### Cell density map, run 1

The die is cut into 14 by 9 equal tiles; white is low, dark blue is high, 0 to 100% covered.
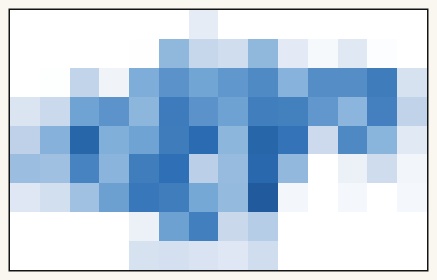
### Routed clock nets over the placement, run 1

The bar under the picture is 50 um long.
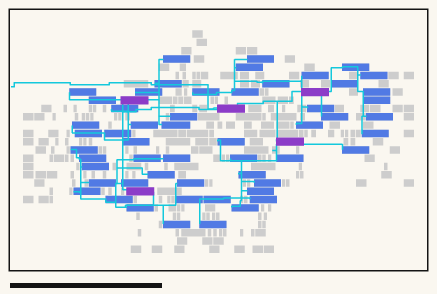
### Cell placement, run 1

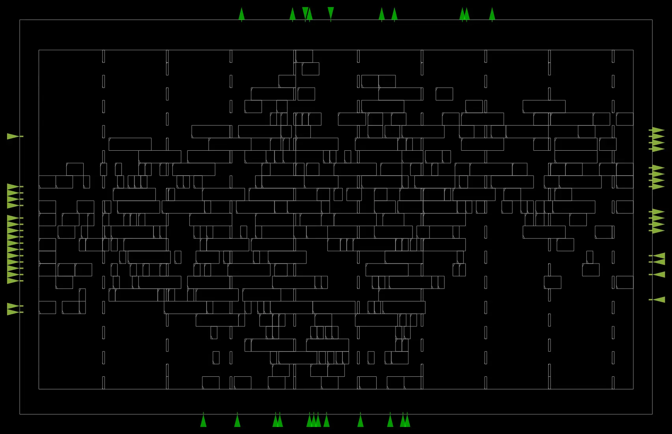
$ cat config.mk
export PLATFORM = sky130hd
export DESIGN_NAME = fa4_serial_add_ctrl
export DESIGN_NICKNAME = d
export VERILOG_FILES = /design/src/rtl/fa4_ctrl_pkg.sv /design/src/rtl/fa_4bit.sv /design/src/rtl/fa4_serial_add_ctrl.sv
export SDC_FILE = /design/constraint.sdc
export NUM_CORES = 1
export LEC_CHECK = 0
export ABC_CLOCK_PERIOD_IN_PS = 2650
export CAP_MARGIN = 0
export CORE_ASPECT_RATIO = 0.6
export CORE_MARGIN = 4
export CORE_UTILIZATION = 25
export DETAILED_ROUTE_END_ITERATION = 10
export SLEW_MARGIN = 20
export SYNTH_ARGS = -nofsm -noshare
export SYNTH_HDL_FRONTEND = slang
export SYNTH_SLANG_ARGS = --single-unit
$ cat constraint.sdc
create_clock -name clk -period 2.65 [get_ports clk]
set_input_delay 0.53 -clock clk [delete_from_list [all_inputs] [get_ports clk]]
set_output_delay 0.53 -clock clk [all_outputs]
set_load 0.01 [all_outputs]
$ cat src/rtl/fa4_ctrl_pkg.sv
// fa4_ctrl_pkg: shared constants, state encoding and index-width helper for the serial nibble adder
package fa4_ctrl_pkg;
  localparam int SLICE_W = 4;
  typedef enum logic [1:0] {
    ST_IDLE = 2'd0,
    ST_RUN  = 2'd1,
    ST_DONE = 2'd2
  } state_t;
  function automatic int clog2(input int n);
    int r;
    r = 1;
    while ((1 << r) < n) r++;
    return r;
  endfunction
endpackage

$ cat src/rtl/fa_4bit.sv
// fa_4bit: 4-bit ripple adder slice with carry in and carry out
module fa_4bit (
  input  logic [3:0] a,
  input  logic [3:0] b,
  input  logic       cin,
  output logic [3:0] s,
  output logic       co
);
  assign {co, s} = {1'b0, a} + {1'b0, b} + {4'b0, cin};
endmodule

$ cat src/rtl/fa4_serial_add_ctrl.sv
// fa4_serial_add_ctrl: adds two 4*NIBBLES-bit operands one nibble per clock through a shared fa_4bit
// Define FA4_SIGNED_OVF_EN to add the two's-complement overflow output ovf.
module fa4_serial_add_ctrl
  import fa4_ctrl_pkg::*;
#(
  parameter int NIBBLES = 4
) (
  input  logic                       clk,
  input  logic                       rst,
  input  logic                       start,
  input  logic [SLICE_W*NIBBLES-1:0] A_in,
  input  logic [SLICE_W*NIBBLES-1:0] B_in,
  input  logic                       Cin,
  output logic                       ready,
  output logic                       busy,
  output logic                       done,
  output logic [SLICE_W*NIBBLES-1:0] S_out,
`ifdef FA4_SIGNED_OVF_EN
  output logic                       ovf,
`endif
  output logic                       Co_out
);
  localparam int W  = SLICE_W * NIBBLES;
  localparam int IW = clog2(NIBBLES);
  state_t state, state_n;
  logic [IW-1:0] idx;
  logic [W-1:0] a_q, b_q;
  logic carry, co, last, accept;
  logic [SLICE_W-1:0] s;
  fa_4bit u_slice (
    .a  (a_q[SLICE_W*int'(idx) +: SLICE_W]),
    .b  (b_q[SLICE_W*int'(idx) +: SLICE_W]),
    .cin(carry),
    .s  (s),
    .co (co)
  );
  always_comb begin
    state_n = (state == ST_RUN) ? (last ? ST_DONE : ST_RUN) : (start ? ST_RUN : ST_IDLE);
    ready   = (state == ST_IDLE) || (state == ST_DONE);
    busy    = state == ST_RUN;
    done    = state == ST_DONE;
    last    = idx == IW'(NIBBLES - 1);
    accept  = ready && start;
  end
  always_ff @(posedge clk or posedge rst) begin
    if (rst) begin
      state  <= ST_IDLE;
      idx    <= '0;
      a_q    <= '0;
      b_q    <= '0;
      carry  <= 1'b0;
      S_out  <= '0;
      Co_out <= 1'b0;
`ifdef FA4_SIGNED_OVF_EN
      ovf    <= 1'b0;
`endif
    end else begin
      state <= state_n;
      if (accept) begin
        a_q    <= A_in;
        b_q    <= B_in;
        carry  <= Cin;
        idx    <= '0;
        S_out  <= '0;
        Co_out <= 1'b0;
`ifdef FA4_SIGNED_OVF_EN
        ovf    <= 1'b0;
`endif
      end else if (busy) begin
        S_out[SLICE_W*int'(idx) +: SLICE_W] <= s;
        carry <= co;
        idx   <= last ? '0 : idx + IW'(1);
        if (last) begin
          Co_out <= co;
`ifdef FA4_SIGNED_OVF_EN
          ovf    <= (a_q[W-1] ~^ b_q[W-1]) & (s[3] ^ a_q[W-1]);
`endif
        end
      end
    end
  end
endmodule

==> metrics.log, run 1 <==
[flow] final metrics
INFO  metric first_global_vias = 1932
INFO  metric clock_latency = 290 ps
INFO  metric ant_nets = 0
INFO  metric timing.hold.ws = ~470 ps
INFO  metric routed-via-count = ~1900
INFO  metric clock_tree.root_cell = sky130_fd_sc_hd__clkbuf_16
INFO  metric cts-htree-levels = 2
INFO  metric xor_share = 0.00701
INFO  metric detailed_place_hpwl = 4.60 mm
INFO  metric fraction_of_layout_instances_using_a_drive_strength_above_1 = 0.110
INFO  metric grtUsageMet1 = 0.176
INFO  metric antenna_cells_inserted = 0
INFO  metric timing.critical_path.fanout_max = 5
INFO  metric cts_tree = built
INFO  metric run_status = complete, no violations
INFO  metric required = 2810 ps
INFO  metric routed-wl-met2 = about 2.5 mm
INFO  metric maxClockFrequency = 401 MHz
INFO  metric detailedRoute.firstPassIterationCount = 4
INFO  metric library_cell_with_the_largest_summed_area_after_synthesis = sky130_fd_sc_hd__dfrtp_1
INFO  metric buf_share = 0.183
INFO  metric finalInstanceArea = approximately 3400 um^2
Back to the opening pictures, 'Cell density map':
fullest tile = 83%
nearly empty tiles = 34%
tiles over 75% full = 4.0%
mean over tiles = 28%

Back to the opening pictures, 'Routed clock nets over the placement':
clock-net drivers -> purple  # count 5
clock wires -> cyan  # length 665 um
flip-flops -> blue  # count 54
routed clock nets = 6

Back to the opening pictures, 'Cell placement':
share of the core filled with cells: 0.360
num rows: 27
Flops: 54
Tap Cells: 130
Core Box Area: 9460 um^2

-- run 1: power groups by stage --
stage	registers, mW	logic (mW)	clock network, mW
global route	1.48	2.53	0.720
CTS	1.43	2.25	0.680
global placement	1.44	2.19	0
detailed placement	1.44	2.24	0
finish	1.43	2.27	0.667
floorplan	1.41	1.36	0
-- run 1: flip-flops by register name (all words and copies together), names as in the netlist --
register and cells:
Co_out 1, S_out 16, a_q 16, b_q 16, carry 1, idx 2, state 2
-- run 1: worst reg2reg max path: cells and delay by family, from the launching register on --
kind,cells,cell delay [ps]
AND-OR/OR-AND,3,520
adder cells (fa/ha/maj),2,900
flip-flops,1,420
multiplexers,1,530
--- run 2 (diff from run 1) ---
--- a/config.mk
+++ b/config.mk
@@ -9,8 +9,9 @@
 export CAP_MARGIN = 0
 export CORE_ASPECT_RATIO = 0.6
 export CORE_MARGIN = 4
-export CORE_UTILIZATION = 25
+export CORE_UTILIZATION = 45
 export DETAILED_ROUTE_END_ITERATION = 10
+export PLACE_DENSITY = 0.75
 export SLEW_MARGIN = 20
 export SYNTH_ARGS = -nofsm -noshare
 export SYNTH_HDL_FRONTEND = slang
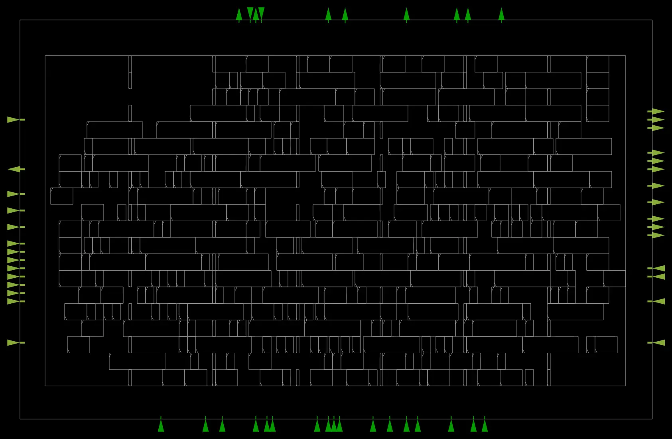
*Cell placement, run 2*
sequential fraction of total cell area: 0.417
num rows: 20
Core Box Area: 5200 um^2
Tap Cells: 66

==> metrics.log, run 2 <==
[flow] final metrics
INFO  metric run_status = complete, no violations
INFO  metric ant_nets = 0 (unchanged)
INFO  metric synthesis.area_per_instance = about 10 um^2
INFO  metric clock_tree.root_cell = sky130_fd_sc_hd__clkbuf_8
INFO  metric cpPeakStageDelay = 540 ps
INFO  metric cts-htree-levels = 2 (unchanged)
INFO  metric library_cell_with_the_largest_summed_area_after_synthesis = sky130_fd_sc_hd__dfrtp_1
INFO  metric yosys.cell_count.top_type = sky130_fd_sc_hd__nand2_1
INFO  metric detailed_place_hpwl = 4.12 mm (-10%)
INFO  metric clock_latency = 300 ps (about the same)
INFO  metric timing.critical_path.fanout_max = 3 (-2)
INFO  metric antenna_cells_inserted = 0 (unchanged)
INFO  metric cts_tree = built
INFO  metric hp-class = flop to flop
INFO  metric detailedRoute.firstPassIterationCount = 4 (unchanged)
INFO  metric finalInstanceArea = 3240 um^2 (-4.9%)
INFO  metric fraction_of_layout_instances_using_a_drive_strength_above_1 = 0.0940 (-0.0157)
INFO  metric grtUsageMet1 = 0.236 (+0.0605)
INFO  metric biggestRegsByFlops = S_out: 16 flops, a_q: 16 flops, b_q: 16 flops
INFO  metric fraction_of_synthesized_area_in_multiplexers = 0.0721
INFO  metric seq_power = 1.42 mW (about the same)
INFO  metric final_core_util = 0.622 (+0.262)
INFO  metric vias_per_inst = 5.18
INFO  metric combinational_power = 2.16 mW (-5%)
INFO  metric timing.hold.ws = 480 ps (+8.31 ps)
INFO  metric required = 2820 ps (about the same)
INFO  metric timing.hold.worst_path_depth = 2
INFO  metric critical_path.startpoint_type = flop
INFO  metric xor_share = 0.00701 (unchanged)
INFO  metric first_global_vias = 1956 (+1.2%)
==> run 2: cell counts after synthesis <==
Identical to the previous run, type by type.
==> run 2: worst min path at each step <==
| stage | startpoint | end | slack [ps] |
|---|---|---|---|
| finish | a_q[12] | a_q[12] | 480 |
| floorplan | a_q[10] | a_q[10] | 440 |
| CTS | b_q[10] | b_q[10] | 480 |
| global route | a_q[12] | a_q[12] | 500 |
| detailed placement | b_q[10] | b_q[10] | 460 |
| global placement | a_q[11] | a_q[11] | 460 |
==> run 2: area by class of cell <==
cell class,count,area share
clock buffers,7,0.0236
inverters,5,0.00618
multi-input cells,171,0.339
flip-flops and latches,54,0.417
well taps,66,0.0255
repair buffers,61,0.188
Power figures rest on the tool's default switching activity, not on a simulated workload.
